## src/rtl/memory_stage_if.sv

```systemverilog
// rtl/memory_stage_if.sv - EX-side, data-memory and WB-side signals of the MEM stage
interface memory_stage_if #(
  parameter int DATA_W = 24,
  parameter int REG_W  = 4
) ();
  logic              ex_valid;
  logic [DATA_W-1:0] ex_alu_result;
  logic [DATA_W-1:0] ex_store_data;
  logic              ex_mem_read;
  logic              ex_mem_write;
  logic              ex_writeback_enable;
  logic [REG_W-1:0]  ex_rd;
  logic              stall;
  logic              dmem_req;
  logic              dmem_we;
  logic [DATA_W-1:0] dmem_addr;
  logic [DATA_W-1:0] dmem_wdata;
  logic [DATA_W-1:0] dmem_rdata;
  logic              dmem_ack;
  logic              wb_writeback_enable;
  logic              wb_mem_read_enable;
  logic [DATA_W-1:0] wb_mem_read_data;
  logic [DATA_W-1:0] wb_alu_result;
  logic [REG_W-1:0]  wb_rd;

  modport slave (
    input  ex_valid, ex_alu_result, ex_store_data, ex_mem_read, ex_mem_write,
           ex_writeback_enable, ex_rd, dmem_rdata, dmem_ack,
    output stall, dmem_req, dmem_we, dmem_addr, dmem_wdata,
           wb_writeback_enable, wb_mem_read_enable, wb_mem_read_data,
           wb_alu_result, wb_rd
  );

  modport master (
    output ex_valid, ex_alu_result, ex_store_data, ex_mem_read, ex_mem_write,
           ex_writeback_enable, ex_rd, dmem_rdata, dmem_ack,
    input  stall, dmem_req, dmem_we, dmem_addr, dmem_wdata,
           wb_writeback_enable, wb_mem_read_enable, wb_mem_read_data,
           wb_alu_result, wb_rd
  );
endinterface

```

## src/rtl/memory_stage.sv

```systemverilog
// rtl/memory_stage.sv - MEM stage with req/ack data-memory access and MEM/WB register
module memory_stage #(
  parameter int DATA_W = 24,
  parameter int REG_W  = 4
) (
  input  logic            clk,
  input  logic            rst_n,
  memory_stage_if.slave   bus
);
  typedef enum logic {IDLE = 1'b0, ACCESS = 1'b1} state_t;

  state_t            state_q, state_d;
  logic              mem_op;
  logic              stall;
  logic              dmem_req_q;
  logic              dmem_we_q;
  logic [DATA_W-1:0] dmem_addr_q;
  logic [DATA_W-1:0] dmem_wdata_q;
  logic [REG_W-1:0]  rd_q;
  logic              wben_q;
  logic              wb_writeback_enable_q;
  logic              wb_mem_read_enable_q;
  logic [DATA_W-1:0] wb_mem_read_data_q;
  logic [DATA_W-1:0] wb_alu_result_q;
  logic [REG_W-1:0]  wb_rd_q;

  assign mem_op = bus.ex_valid & (bus.ex_mem_read | bus.ex_mem_write);

  always_ff @(posedge clk or negedge rst_n) begin
    if (!rst_n) begin
      state_q <= IDLE;
    end else begin
      state_q <= state_d;
    end
  end

  always_comb begin
    state_d = state_q;
    case (state_q)
      IDLE:    if (mem_op) state_d = ACCESS;
      ACCESS:  if (bus.dmem_ack) state_d = IDLE;
      default: state_d = IDLE;
    endcase
  end

  // Gated by rst_n so stall drops the instant reset asserts, even with a mem op presented.
  always_comb begin
    stall = 1'b0;
    if (rst_n) begin
      case (state_q)
        IDLE:    stall = mem_op;
        ACCESS:  stall = ~bus.dmem_ack;
        default: stall = 1'b0;
      endcase
    end
  end

  always_ff @(posedge clk or negedge rst_n) begin
    if (!rst_n) begin
      dmem_req_q            <= 1'b0;
      dmem_we_q             <= 1'b0;
      dmem_addr_q           <= '0;
      dmem_wdata_q          <= '0;
      rd_q                  <= '0;
      wben_q                <= 1'b0;
      wb_writeback_enable_q <= 1'b0;
      wb_mem_read_enable_q  <= 1'b0;
      wb_mem_read_data_q    <= '0;
      wb_alu_result_q       <= '0;
      wb_rd_q               <= '0;
    end else begin
      case (state_q)
        IDLE: begin
          wb_mem_read_enable_q <= 1'b0;
          wb_mem_read_data_q   <= '0;
          if (mem_op) begin
            // A read takes priority when both read and write are flagged.
            dmem_req_q            <= 1'b1;
            dmem_we_q             <= ~bus.ex_mem_read;
            dmem_addr_q           <= bus.ex_alu_result;
            dmem_wdata_q          <= bus.ex_store_data;
            rd_q                  <= bus.ex_rd;
            wben_q                <= bus.ex_writeback_enable;
            wb_writeback_enable_q <= 1'b0;
            wb_alu_result_q       <= '0;
            wb_rd_q               <= '0;
          end else if (bus.ex_valid) begin
            wb_writeback_enable_q <= bus.ex_writeback_enable;
            wb_alu_result_q       <= bus.ex_alu_result;
            wb_rd_q               <= bus.ex_rd;
          end else begin
            wb_writeback_enable_q <= 1'b0;
            wb_alu_result_q       <= '0;
            wb_rd_q               <= '0;
          end
        end
        ACCESS: begin
          if (bus.dmem_ack) begin
            dmem_req_q            <= 1'b0;
            wb_writeback_enable_q <= wben_q & ~dmem_we_q;
            wb_mem_read_enable_q  <= ~dmem_we_q;
            wb_mem_read_data_q    <= dmem_we_q ? '0 : bus.dmem_rdata;
            wb_alu_result_q       <= dmem_addr_q;
            wb_rd_q               <= rd_q;
          end
        end
        default: ;
      endcase
    end
  end

  assign bus.stall               = stall;
  assign bus.dmem_req            = dmem_req_q;
  assign bus.dmem_we             = dmem_we_q;
  assign bus.dmem_addr           = dmem_addr_q;
  assign bus.dmem_wdata          = dmem_wdata_q;
  assign bus.wb_writeback_enable = wb_writeback_enable_q;
  assign bus.wb_mem_read_enable  = wb_mem_read_enable_q;
  assign bus.wb_mem_read_data    = wb_mem_read_data_q;
  assign bus.wb_alu_result       = wb_alu_result_q;
  assign bus.wb_rd               = wb_rd_q;
endmodule

```

## src/flat_wrapper.sv

```systemverilog
// flat-port wrapper written by rule: the top's interface ports become plain ports
module memory_stage_flat 
#(
  parameter int DATA_W = 24,
  parameter int REG_W  = 4
)
  (clk, rst_n, bus_ex_valid, bus_ex_alu_result, bus_ex_store_data, bus_ex_mem_read, bus_ex_mem_write, bus_ex_writeback_enable, bus_ex_rd, bus_dmem_rdata, bus_dmem_ack, bus_stall, bus_dmem_req, bus_dmem_we, bus_dmem_addr, bus_dmem_wdata, bus_wb_writeback_enable, bus_wb_mem_read_enable, bus_wb_mem_read_data, bus_wb_alu_result, bus_wb_rd);
  memory_stage_if #(.DATA_W(DATA_W), .REG_W(REG_W)) bus_i ();
  input  logic clk;
  input  logic rst_n;
  input wire logic [$bits(bus_i.ex_valid)-1:0] bus_ex_valid;
  input wire logic [$bits(bus_i.ex_alu_result)-1:0] bus_ex_alu_result;
  input wire logic [$bits(bus_i.ex_store_data)-1:0] bus_ex_store_data;
  input wire logic [$bits(bus_i.ex_mem_read)-1:0] bus_ex_mem_read;
  input wire logic [$bits(bus_i.ex_mem_write)-1:0] bus_ex_mem_write;
  input wire logic [$bits(bus_i.ex_writeback_enable)-1:0] bus_ex_writeback_enable;
  input wire logic [$bits(bus_i.ex_rd)-1:0] bus_ex_rd;
  input wire logic [$bits(bus_i.dmem_rdata)-1:0] bus_dmem_rdata;
  input wire logic [$bits(bus_i.dmem_ack)-1:0] bus_dmem_ack;
  output wire logic [$bits(bus_i.stall)-1:0] bus_stall;
  output wire logic [$bits(bus_i.dmem_req)-1:0] bus_dmem_req;
  output wire logic [$bits(bus_i.dmem_we)-1:0] bus_dmem_we;
  output wire logic [$bits(bus_i.dmem_addr)-1:0] bus_dmem_addr;
  output wire logic [$bits(bus_i.dmem_wdata)-1:0] bus_dmem_wdata;
  output wire logic [$bits(bus_i.wb_writeback_enable)-1:0] bus_wb_writeback_enable;
  output wire logic [$bits(bus_i.wb_mem_read_enable)-1:0] bus_wb_mem_read_enable;
  output wire logic [$bits(bus_i.wb_mem_read_data)-1:0] bus_wb_mem_read_data;
  output wire logic [$bits(bus_i.wb_alu_result)-1:0] bus_wb_alu_result;
  output wire logic [$bits(bus_i.wb_rd)-1:0] bus_wb_rd;
  assign bus_i.ex_valid = bus_ex_valid;
  assign bus_i.ex_alu_result = bus_ex_alu_result;
  assign bus_i.ex_store_data = bus_ex_store_data;
  assign bus_i.ex_mem_read = bus_ex_mem_read;
  assign bus_i.ex_mem_write = bus_ex_mem_write;
  assign bus_i.ex_writeback_enable = bus_ex_writeback_enable;
  assign bus_i.ex_rd = bus_ex_rd;
  assign bus_i.dmem_rdata = bus_dmem_rdata;
  assign bus_i.dmem_ack = bus_dmem_ack;
  assign bus_stall = bus_i.stall;
  assign bus_dmem_req = bus_i.dmem_req;
  assign bus_dmem_we = bus_i.dmem_we;
  assign bus_dmem_addr = bus_i.dmem_addr;
  assign bus_dmem_wdata = bus_i.dmem_wdata;
  assign bus_wb_writeback_enable = bus_i.wb_writeback_enable;
  assign bus_wb_mem_read_enable = bus_i.wb_mem_read_enable;
  assign bus_wb_mem_read_data = bus_i.wb_mem_read_data;
  assign bus_wb_alu_result = bus_i.wb_alu_result;
  assign bus_wb_rd = bus_i.wb_rd;
  memory_stage #(.DATA_W(DATA_W), .REG_W(REG_W)) u_core (.clk(clk), .rst_n(rst_n), .bus(bus_i));
endmodule
```

## config.mk

```make
export PLATFORM = sky130hd
export DESIGN_NAME = memory_stage_flat
export DESIGN_NICKNAME = d
export VERILOG_FILES = /design/src/rtl/memory_stage_if.sv /design/src/rtl/memory_stage.sv /design/src/flat_wrapper.sv
export SDC_FILE = /design/constraint.sdc
export NUM_CORES = 1
export LEC_CHECK = 0
export ABC_AREA = 1
export CORE_MARGIN = 5
export CORE_UTILIZATION = 30
export CTS_CLUSTER_SIZE = 10
export DETAILED_ROUTE_END_ITERATION = 10
export SLEW_MARGIN = 20
export SYNTH_ARGS = -nofsm -noshare
export SYNTH_HDL_FRONTEND = slang
export SYNTH_SLANG_ARGS = --single-unit
```

## constraint.sdc

```tcl
create_clock -name clk -period 1.15 [get_ports clk]
set_input_delay 0.23 -clock clk [delete_from_list [all_inputs] [get_ports clk]]
set_output_delay 0.23 -clock clk [all_outputs]
set_load 0.005 [all_outputs]
```

==> results_slide.txt <==
Flow Results at a Glance

GRT
  – Met1 Track Usage GR: 0.243
  – GRT Residual Overflow: 0
  – Largest net degree at the start of global routing: 70
  – Vias in the first global route: 4542
  – Antenna violations before repair: 0
  – GRT met3 Usage: 0.0496

Final layout
  – Sequential share of cell area: 0.364
  – Non-clock buffering overhead: 0.344
  – Share of layout cells above drive strength 1: 0.332
  – Largest cell class by area: sequential cells
  – Commonest Layout Cell: nand2_1
  – Area of the multi-input gates: roughly 0.0016 mm2
  – Top Layout Cells: 252 x nand2_1, 109 x dfrtp_1, 105 x buf_2
  – Non-clk invs: 6
  – Diode count: 0
  – Core Util, Final: 0.521
  – Number of fill cells: 1339
  – Flops: 110

Drt
  – Vias per cell: 4.63
  – Initial DRC count: 311
  – WL/cell: 16.6 um
  – Drt total wl: 16.0 mm
  – Met3 WL: 997 um
  – Top Layer Used: met4
  – Final ANT Viol Nets: 0
  – # DRC: 0
  – Router iterations before antenna repair: 4
  – Via count: 4461
  – M1 WL: 7.00 mm

Yosys
  – Cells in synth_stat.txt: 507
  – Post-synthesis xor/xnor area fraction: 0
  – Synth Net Count: 590
  – Gate Count Post-Synth: 507
  – Yosys top cell by instances: nand2_1
  – Commonest cells in the netlist: 272 x nand2_1, 110 x dfrtp_1, 81 x nand3_1, 12 x buf_2, 10 x buf_4
  – Syn_area_per_cell: between 8 and 9 um2
  – FFs w/ async S/R, synth: 1.00
  – Top cell area share: 0.618
  – Area leader, netlist: dfrtp_1
  – Adder Area Share: 0
  – Main logic family: simple AND/OR/NAND/NOR gates
  – Post-synth EDFFs: 0
  – Post-synthesis cell type count: 17
  – Top cells by area: dfrtp_1 62%, nand2_1 23%, nand3_1 9.1%, buf_4 1.7%, buf_2 1.3%
  – Ys Warns: 0
  – Mux area share: 0
  – Register bit total from synthesis: around 110
  – Synthesized cell area: roughly 0.0045 mm2
  – Yosys stat area: 0.00446 mm2

Critical path
  – RR Startpoint: u_core.state_q$_DFF_PN0_
  – Crit path capture type: output pin
  – Delay-heaviest family, CP: flip-flops
  – Flop2flop setup slack: -0.35 ns
  – Critical-path maximum fanout: 3
  – WS Path Type: reg2out
  – Worst r2r dst: u_core.rd_q[1]$_DFFE_PN0P_
  – Critical path depth: 4
  – Worst Reg-to-Reg Cells: 10
  – Slowest stage delay, CP: ~0.44 ns
  – Critical path arrival: between 1 and 1.5 ns

STA
  – Slew Limit Fails: 0
  – Fmax: 0.665 GHz
  – Period Utilization, post-route: 1.31
  – Final Hold Vio Count: 0
  – RSZ-0062 raised after global routing: true
  – Fin worst setup slack: -0.354 ns
  – Final worst path period need: ~1.5 ns
  – Final setup viols: 111
  – TNS Setup: -20.94 ns
  – Hold slack final: 0.0938 ns

Placed design
  – Routability Congestion: 0.734
  – DP Area: 0.00668 mm2
  – PortBufs: 187
  – Dpl ws: -0.739 ns

Floorplanning
  – Die ar.: 0.0174 mm2
  – Tap cells: 184
  – Row count: 44
  – I/O Pins: between 150 and 200
  – Pre-Place Util: 0.307

Clock network
  – Worst-path clk slew: around 0.07 ns
  – Setup bufs post-CTS: 41

Hold path
  – Hold WC Path Type: in2async

Status
  – Status: complete, but fails checks
  – Failing checks: negative setup slack

Power and ir drop
  – Post-layout power: 11200 uW

Job
  – Max Cap Violations: 0
[registers in the layout, indices dropped and copies added (netlist names)]
signal,count
u_core.bus.dmem_addr,24
u_core.bus.dmem_wdata,24
u_core.bus.wb_alu_result,24
u_core.bus.wb_mem_read_data,24
u_core.bus.wb_rd,4
u_core.rd_q,4
u_core.bus.dmem_req,1
u_core.bus.dmem_we,1
u_core.bus.wb_mem_read_enable,1
u_core.bus.wb_writeback_enable,1
u_core.state_q,1
u_core.wben_q,1
[where the power goes]
| group | internal, uW | switching (uW) | total, uW |
|---|---|---|---|
| Combinational | 1860 | 1550 | 3420 |
| Clock | 1650 | 1320 | 2970 |
| Sequential | 4490 | 367 | 4850 |
**Power grid**

The bar under the picture is 50 um long. Pins as bars on the die edge.
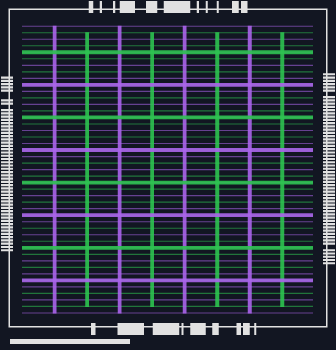
Green stands for VDD. Purple stands for VSS.
45 met1 rails follow the rows. 8 straps on met5. 8 straps on met4.
die span in x: 132 um
DIE HEIGHT: 132 um
VDD IR-drop max: 0.668 mV
core area: 0.0145 mm2

**Clock wiring as the flow saved it**

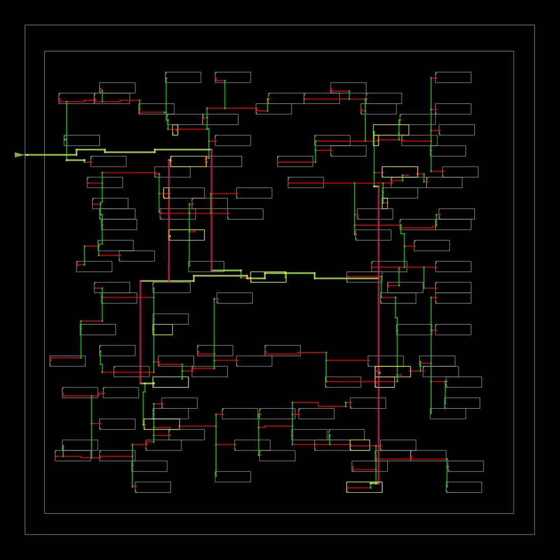
clk pwr: 2970 uW
CTS buffer count: 9
clock skew: 0.00402 ns

**Clock network drawn from the DEF**

The bar under the picture is 50 um long.
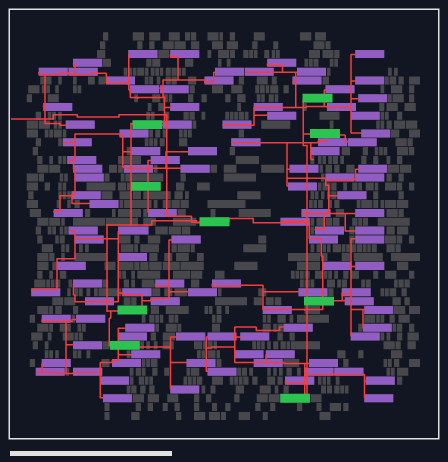
Green stands for clock drivers, count 9. Purple stands for flip-flops, count 110. Red stands for clock wires, length 1380 um.
Position of the flops: all over the die.
Worst-Skew Late Latency: 0.34 ns
Clk pwr share: 0.264

Power is estimated from default activity; no workload was simulated.
